--- config.mk ---
export PLATFORM = sky130hd
export DESIGN_NAME = mips32_hazard_ctrl_flat
export DESIGN_NICKNAME = d
export VERILOG_FILES = /design/src/rtl/mips32_hazard_ctrl_if.sv /design/src/rtl/mips32_hazard_ctrl.sv /design/src/flat_wrapper.sv
export SDC_FILE = /design/constraint.sdc
export NUM_CORES = 1
export LEC_CHECK = 0
export CAP_MARGIN = 40
export CORE_ASPECT_RATIO = 2
export CORE_UTILIZATION = 25
export CTS_BUF_LIST = sky130_fd_sc_hd__clkbuf_8
export DETAILED_ROUTE_END_ITERATION = 12
export PLACE_DENSITY = 0.42
export REMOVE_ABC_BUFFERS = 1
export SETUP_SLACK_MARGIN = 0.5
export SLEW_MARGIN = 5
export SYNTH_ARGS = -nofsm -noshare
export SYNTH_HDL_FRONTEND = slang
export SYNTH_SLANG_ARGS = --single-unit
--- constraint.sdc ---
create_clock -name clk1 -period 2.84 [get_ports clk1]
set_input_delay 0.852 -clock clk1 [delete_from_list [all_inputs] [get_ports clk1]]
set_output_delay 0.852 -clock clk1 [all_outputs]
set_load 0.05 [all_outputs]
--- src/rtl/mips32_hazard_ctrl_if.sv ---
// Purpose: groups the ID-stage hazard inputs and the interlock outputs of
// mips32_hazard_ctrl into one bundle.
//   master : the pipeline side; drives the ID instruction fields and ex_taken,
//            and receives the interlock controls.
//   slave  : the interlock controller.
// Signals:
//   id_valid/id_rs/id_rt/id_use_rs/id_use_rt/id_wr/id_rd/id_hlt : ID instruction
//   ex_taken   : branch resolved taken in EX this cycle
//   stall      : hold PC and IF/ID
//   bubble     : load NOP into ID/EX
//   flush      : squash IF/ID
//   halted     : sticky halted flag
//   stall_cnt  : saturating count of RAW stall cycles
interface mips32_hazard_ctrl_if #(
  parameter int CNT_W = 16
);
  logic             id_valid;
  logic [4:0]       id_rs;
  logic [4:0]       id_rt;
  logic             id_use_rs;
  logic             id_use_rt;
  logic             id_wr;
  logic [4:0]       id_rd;
  logic             id_hlt;
  logic             ex_taken;
  logic             stall;
  logic             bubble;
  logic             flush;
  logic             halted;
  logic [CNT_W-1:0] stall_cnt;

  modport master (
    output id_valid, id_rs, id_rt, id_use_rs, id_use_rt, id_wr, id_rd, id_hlt,
    output ex_taken,
    input  stall, bubble, flush, halted, stall_cnt
  );

  modport slave (
    input  id_valid, id_rs, id_rt, id_use_rs, id_use_rt, id_wr, id_rd, id_hlt,
    input  ex_taken,
    output stall, bubble, flush, halted, stall_cnt
  );
endinterface

--- src/rtl/mips32_hazard_ctrl.sv ---
// Purpose: interlock controller for pipe_MIPS32. A shift-register scoreboard
// remembers the destination registers of the last HAZ_DEPTH issued
// instructions; an ID instruction reading one of them is held (stall) while a
// NOP is pushed into ID/EX (bubble). A taken branch squashes IF/ID (flush).
// An issued HLT drains the pipe for HAZ_DEPTH cycles and then parks the
// controller in a sticky halted state that only rst leaves.
// Ports:
//   clk1 : clock, all state on rising edge
//   rst  : synchronous active-high reset
//   hz   : slave side of mips32_hazard_ctrl_if (ID fields, ex_taken in;
//          stall/bubble/flush comb out, halted/stall_cnt registered out)
module mips32_hazard_ctrl #(
  parameter int HAZ_DEPTH = 3,
  parameter int CNT_W     = 16
) (
  input  logic                  clk1,
  input  logic                  rst,
  mips32_hazard_ctrl_if.slave   hz
);

  typedef enum logic [1:0] {
    ST_RUN    = 2'd0,
    ST_DRAIN  = 2'd1,
    ST_HALTED = 2'd2
  } state_e;

  state_e                        state_q, state_d;
  logic [2:0]                    dcnt_q, dcnt_d;
  logic                          halted_q, halted_d;
  logic [CNT_W-1:0]              cnt_q, cnt_d;
  logic [HAZ_DEPTH-1:0]          slot_v_q;
  logic [HAZ_DEPTH-1:0][4:0]     slot_rd_q;

  logic hazard;
  logic issue;
  logic stall, bubble, flush;

  function automatic logic [CNT_W-1:0] sat_inc(input logic [CNT_W-1:0] v);
    return (&v) ? v : v + CNT_W'(1);
  endfunction

  // Slots only ever hold nonzero rd, so a read of R0 can never match.
  always_comb begin
    hazard = 1'b0;
    if (hz.id_valid && state_q == ST_RUN) begin
      for (int i = 0; i < HAZ_DEPTH; i++) begin
        if (slot_v_q[i] &&
            ((hz.id_use_rs && hz.id_rs == slot_rd_q[i]) ||
             (hz.id_use_rt && hz.id_rt == slot_rd_q[i])))
          hazard = 1'b1;
      end
    end
  end

  always_comb begin
    state_d  = state_q;
    dcnt_d   = dcnt_q;
    halted_d = halted_q;
    cnt_d    = cnt_q;
    stall    = 1'b0;
    bubble   = 1'b0;
    flush    = 1'b0;
    issue    = 1'b0;
    case (state_q)
      ST_RUN: begin
        // A taken branch outranks a RAW stall: the ID instruction is wrong-path.
        flush  = hz.ex_taken;
        stall  = hazard & ~hz.ex_taken;
        bubble = hazard | hz.ex_taken;
        issue  = hz.id_valid & ~hazard & ~hz.ex_taken;
        if (stall)
          cnt_d = sat_inc(cnt_q);
        if (issue && hz.id_hlt) begin
          state_d = ST_DRAIN;
          dcnt_d  = 3'(HAZ_DEPTH - 1);
        end
      end
      ST_DRAIN: begin
        stall  = 1'b1;
        bubble = 1'b1;
        if (dcnt_q == 3'd0) begin
          state_d  = ST_HALTED;
          halted_d = 1'b1;
        end else begin
          dcnt_d = dcnt_q - 3'd1;
        end
      end
      ST_HALTED: begin
        stall  = 1'b1;
        bubble = 1'b1;
      end
      default: state_d = ST_RUN;
    endcase
    if (rst) begin
      stall  = 1'b0;
      flush  = 1'b0;
      bubble = 1'b1;
      issue  = 1'b0;
    end
  end

  // Control state and scoreboard valid bits
  always_ff @(posedge clk1) begin
    if (rst) begin
      state_q  <= ST_RUN;
      dcnt_q   <= 3'd0;
      halted_q <= 1'b0;
      cnt_q    <= '0;
      slot_v_q <= '0;
    end else begin
      state_q     <= state_d;
      dcnt_q      <= dcnt_d;
      halted_q    <= halted_d;
      cnt_q       <= cnt_d;
      slot_v_q[0] <= issue & hz.id_wr & (hz.id_rd != 5'd0);
      for (int i = 1; i < HAZ_DEPTH; i++)
        slot_v_q[i] <= slot_v_q[i-1];
    end
  end

  // Scoreboard register numbers; meaningful only where the valid bit is set
  always_ff @(posedge clk1) begin
    slot_rd_q[0] <= hz.id_rd;
    for (int i = 1; i < HAZ_DEPTH; i++)
      slot_rd_q[i] <= slot_rd_q[i-1];
  end

  assign hz.stall     = stall;
  assign hz.bubble    = bubble;
  assign hz.flush     = flush;
  assign hz.halted    = halted_q;
  assign hz.stall_cnt = cnt_q;

endmodule
--- src/flat_wrapper.sv ---
// flat-port wrapper written by rule: the top's interface ports become plain ports
module mips32_hazard_ctrl_flat 
#(
  parameter int HAZ_DEPTH = 3,
  parameter int CNT_W     = 16
)
  (clk1, rst, hz_id_valid, hz_id_rs, hz_id_rt, hz_id_use_rs, hz_id_use_rt, hz_id_wr, hz_id_rd, hz_id_hlt, hz_ex_taken, hz_stall, hz_bubble, hz_flush, hz_halted, hz_stall_cnt);
  mips32_hazard_ctrl_if #(.CNT_W(CNT_W)) hz_i ();
  input  logic clk1;
  input  logic rst;
  input wire logic [$bits(hz_i.id_valid)-1:0] hz_id_valid;
  input wire logic [$bits(hz_i.id_rs)-1:0] hz_id_rs;
  input wire logic [$bits(hz_i.id_rt)-1:0] hz_id_rt;
  input wire logic [$bits(hz_i.id_use_rs)-1:0] hz_id_use_rs;
  input wire logic [$bits(hz_i.id_use_rt)-1:0] hz_id_use_rt;
  input wire logic [$bits(hz_i.id_wr)-1:0] hz_id_wr;
  input wire logic [$bits(hz_i.id_rd)-1:0] hz_id_rd;
  input wire logic [$bits(hz_i.id_hlt)-1:0] hz_id_hlt;
  input wire logic [$bits(hz_i.ex_taken)-1:0] hz_ex_taken;
  output wire logic [$bits(hz_i.stall)-1:0] hz_stall;
  output wire logic [$bits(hz_i.bubble)-1:0] hz_bubble;
  output wire logic [$bits(hz_i.flush)-1:0] hz_flush;
  output wire logic [$bits(hz_i.halted)-1:0] hz_halted;
  output wire logic [$bits(hz_i.stall_cnt)-1:0] hz_stall_cnt;
  assign hz_i.id_valid = hz_id_valid;
  assign hz_i.id_rs = hz_id_rs;
  assign hz_i.id_rt = hz_id_rt;
  assign hz_i.id_use_rs = hz_id_use_rs;
  assign hz_i.id_use_rt = hz_id_use_rt;
  assign hz_i.id_wr = hz_id_wr;
  assign hz_i.id_rd = hz_id_rd;
  assign hz_i.id_hlt = hz_id_hlt;
  assign hz_i.ex_taken = hz_ex_taken;
  assign hz_stall = hz_i.stall;
  assign hz_bubble = hz_i.bubble;
  assign hz_flush = hz_i.flush;
  assign hz_halted = hz_i.halted;
  assign hz_stall_cnt = hz_i.stall_cnt;
  mips32_hazard_ctrl #(.HAZ_DEPTH(HAZ_DEPTH), .CNT_W(CNT_W)) u_core (.clk1(clk1), .rst(rst), .hz(hz_i));
endmodule
==> images/m1.png <==
Bar = 20 um. Supply wires on this layer in gray.
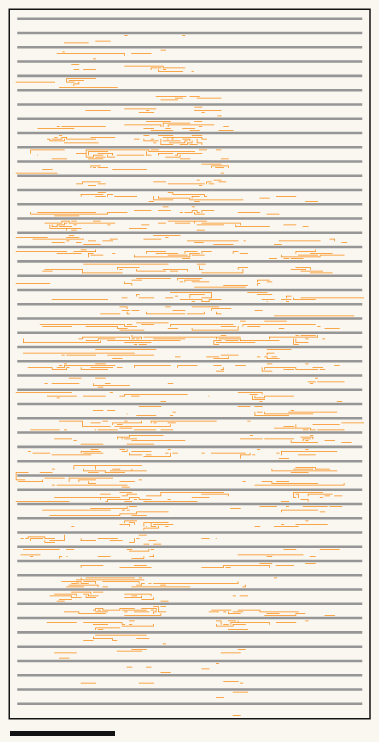
The wires run mostly horizontal. The layer holds 35% of the routed length. The layer carries 2420 um of wire. The longest straight run is 21.2 um.

==> images/m2.png <==
Bar = 20 um.
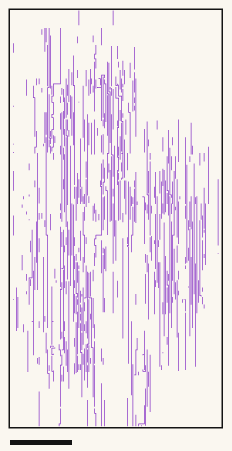
313 nets have wire on it. The layer carries 4080 um of wire.

==> images/m3.png <==
Cells faint in the background.
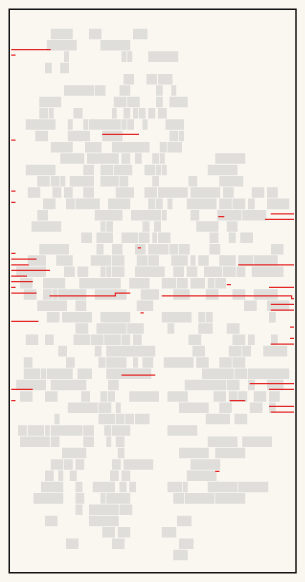
The layer carries 208 um of wire. The longest straight run is 31.1 um.

==> images/congestion_map.png <==
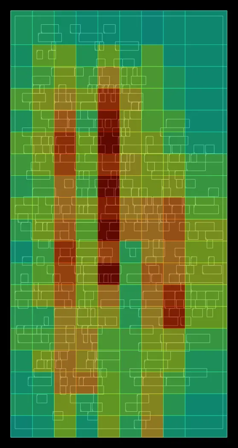
total track usage: 0.161
final core utilization: 0.404
M1 GR Usage: 0.143
grt met3 use: 0.0228

==> images/clock_wires.png <==
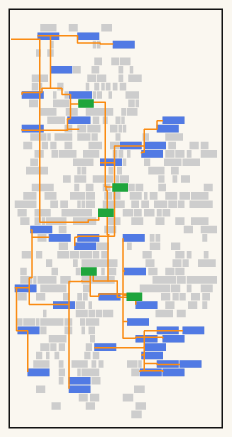
Green marks clock-net drivers, count 5. Orange marks clock wires, length 632 um. Blue marks flip-flops, count 40.
Position of the flops: spread over the die. There are 6 routed clock nets.

==> reports/metrics.yaml <==
timing:
  setup-violations-final: 2
  max_freq_mhz: 320
  rsz0062_at_grt: "yes"
  setup_tns_ps: -481
  period_used_share: 1.10
  min_period_ps: 3130
  skew_ps: 12.2
  fin_ws_ps: -288
  slew_viol_final: 0
cells_and_area:
  regArea_um2: 803
  nonClkBufAreaFrac: 0.210
  drive_gt1_frac: 0.355
  clock_buffers: 5
  fillCellCount: 864
  dominant-cell-class: "combinational gates"
  n_antenna_cell: 0
  layout_top_cell: "dfxtp_1"
  combGateArea_mm2: 0.00167
  final-clk-cell-share: 0.0335
  nonClockInverterCount: 6
  comb-cell-share: 0.481
cts:
  cts_tree: "done"
  clockRootBuffer: "clkbuf_8"
  clk_path_buf_depth: 2
  numCtsBuffers: 5
min_path:
  whs_endpoint: "u_core.slot_rd_q[12]$_DFF_P_"
  worstHoldStart: "u_core.slot_rd_q[7]$_DFF_P_"
place:
  dp_hpwl_um: 4880
  port_buffers: 42
  detailedPlace.worstSlack_ps: -714
  placed_area_mm2: 0.00285
worst_setup_path:
  cpLargestDelayFamily: "simple AND/OR/NAND/NOR gates"
  path_buffers: 3
  ff2ff_setup_slack_ps: 500
  path_cells: "buf_8 > xor2_2 > nor4_4 > a22oi_2 > and3_4 > o31ai_4 > buf_4 > buf_12"
  arrival_ps: 2280
  crit_end: "hz_bubble"
  reg2reg_to: "u_core.hz.stall_cnt[11]$_SDFFE_PP0P_"
  worstSetupStartpointType: "input pin"
  worstRegToRegCells: 9
  cp.required_ps: 1990
  slowest_stage: "nor4_4"
  endpoint_kind: "output pin"
pwr:
  power.internal_uw: 974
  pwr-share-comb: 0.191
  netSwitchingFraction: 0.276
  vdd_drop_max_mv: 0.214
  pwr-share-clk: 0.362
  p_seq_frac: 0.447
  p_switching_uw: 371
die:
  chip_area_mm2: 0.00924
  rows: 48
  die_width_um: 68.5
  fp.dieH_um: 135
  pin_count: 43
  placeableCoreArea_mm2: 0.00859
  nWellTaps: 100
synth:
  yosys_cells: 248
  yosysTopAreaCell: "dfxtp_1"
  synthTopCellsByCount: "dfxtp_1 (40), nor2_1 (23), xnor2_1 (22)"
  ff_type: "dfxtp_1"
  yosysSeqAreaShare: 0.362
  postSynthAreaPerCell_um2: 8.91
  async_flop_share: 0
  ys.flops: 40
  synth-edff-count: 0
  synthesis.instances: 248
  ys_types: 40
  synth.most_common_cell: "dfxtp_1"
  yosysWarnings: 0
  synth_area_mm2: 0.00221
status:
  outcome: "complete, but fails checks"
  violations: "setup timing"
grt:
  grt_pass1_vias: 2205
  grt_max_degree: 22
  grt_pass1_wl_um: 10800
route:
  detail_route.iter0.violations: 47
  drtAntennaViolNets: 0
  routedWlPerCell_um: 16.4
  vias: 2073
  viasPerCell: 4.92
  drt_first_pass_iters: 4
flow_run:
  maxCapViolCount: 0
  tool_warnings: 31
power groups by stage:
stage,sequential (mW),combinational [mW],clock [mW]
after floorplan,0.609,0.112,0
after global placement,0.612,0.219,0
after detailed placement,0.612,0.219,0
after CTS,0.600,0.243,0.508
after global routing,0.604,0.278,0.533
final,0.601,0.256,0.487
per-stage QoR:
stage	utilization	power (mW)	hold slack (ps)
3_5_place_dp	0.332	0.830	394
6_report	0.404	1.34	391
2_1_floorplan	-	0.720	374
3_3_place_gp	0.332	0.831	388
4_1_cts	0.387	1.35	396
5_1_grt	0.404	1.42	408
worst register-to-register path: stages (launching register included):
cell and delay [ps]:
dfxtp_1 480, xnor2_2 170, nand4_1 140, o22a_2 260
and3_4 200, buf_4 130, buf_6 130, buf_16 140
nor4b_4 260, mux2_1 340
kinds of logic (layout without fill, tap and decap cells):
kind of cell,after synthesis,count (layout),synth area share
simple gates,108,108,0.287
flops,40,40,0.362
compound gates,33,33,0.0929
xor+xnor,30,30,0.119
buf+inv,17,90,0.0345
mux,13,13,0.0646
fa+ha+maj,7,7,0.0396
routing by layer:
metal / share of wire / global-route usage
met2: 0.59 / 0.321
met3: 0.030 / 0.0228
met1: 0.35 / 0.143
met4: 0.028 / 0.0787
met5: 0 / 0
timing repair:
item	CTS	global route
buffers inserted	9	7
pin swaps	29	28
hold buffers	0	0
setup endpoints to repair	40	21
gates cloned	2	0
resized	106	45
registers in the layout (all words and copies together), names as in the netlist:
signal	count
u_core.slot_v_q	3
u_core.hz.halted	1
u_core.hz.stall_cnt	16
u_core.state_q	2
u_core.slot_rd_q	15
u_core.dcnt_q	3
Power figures rest on the tool's default switching activity, not on a simulated workload.
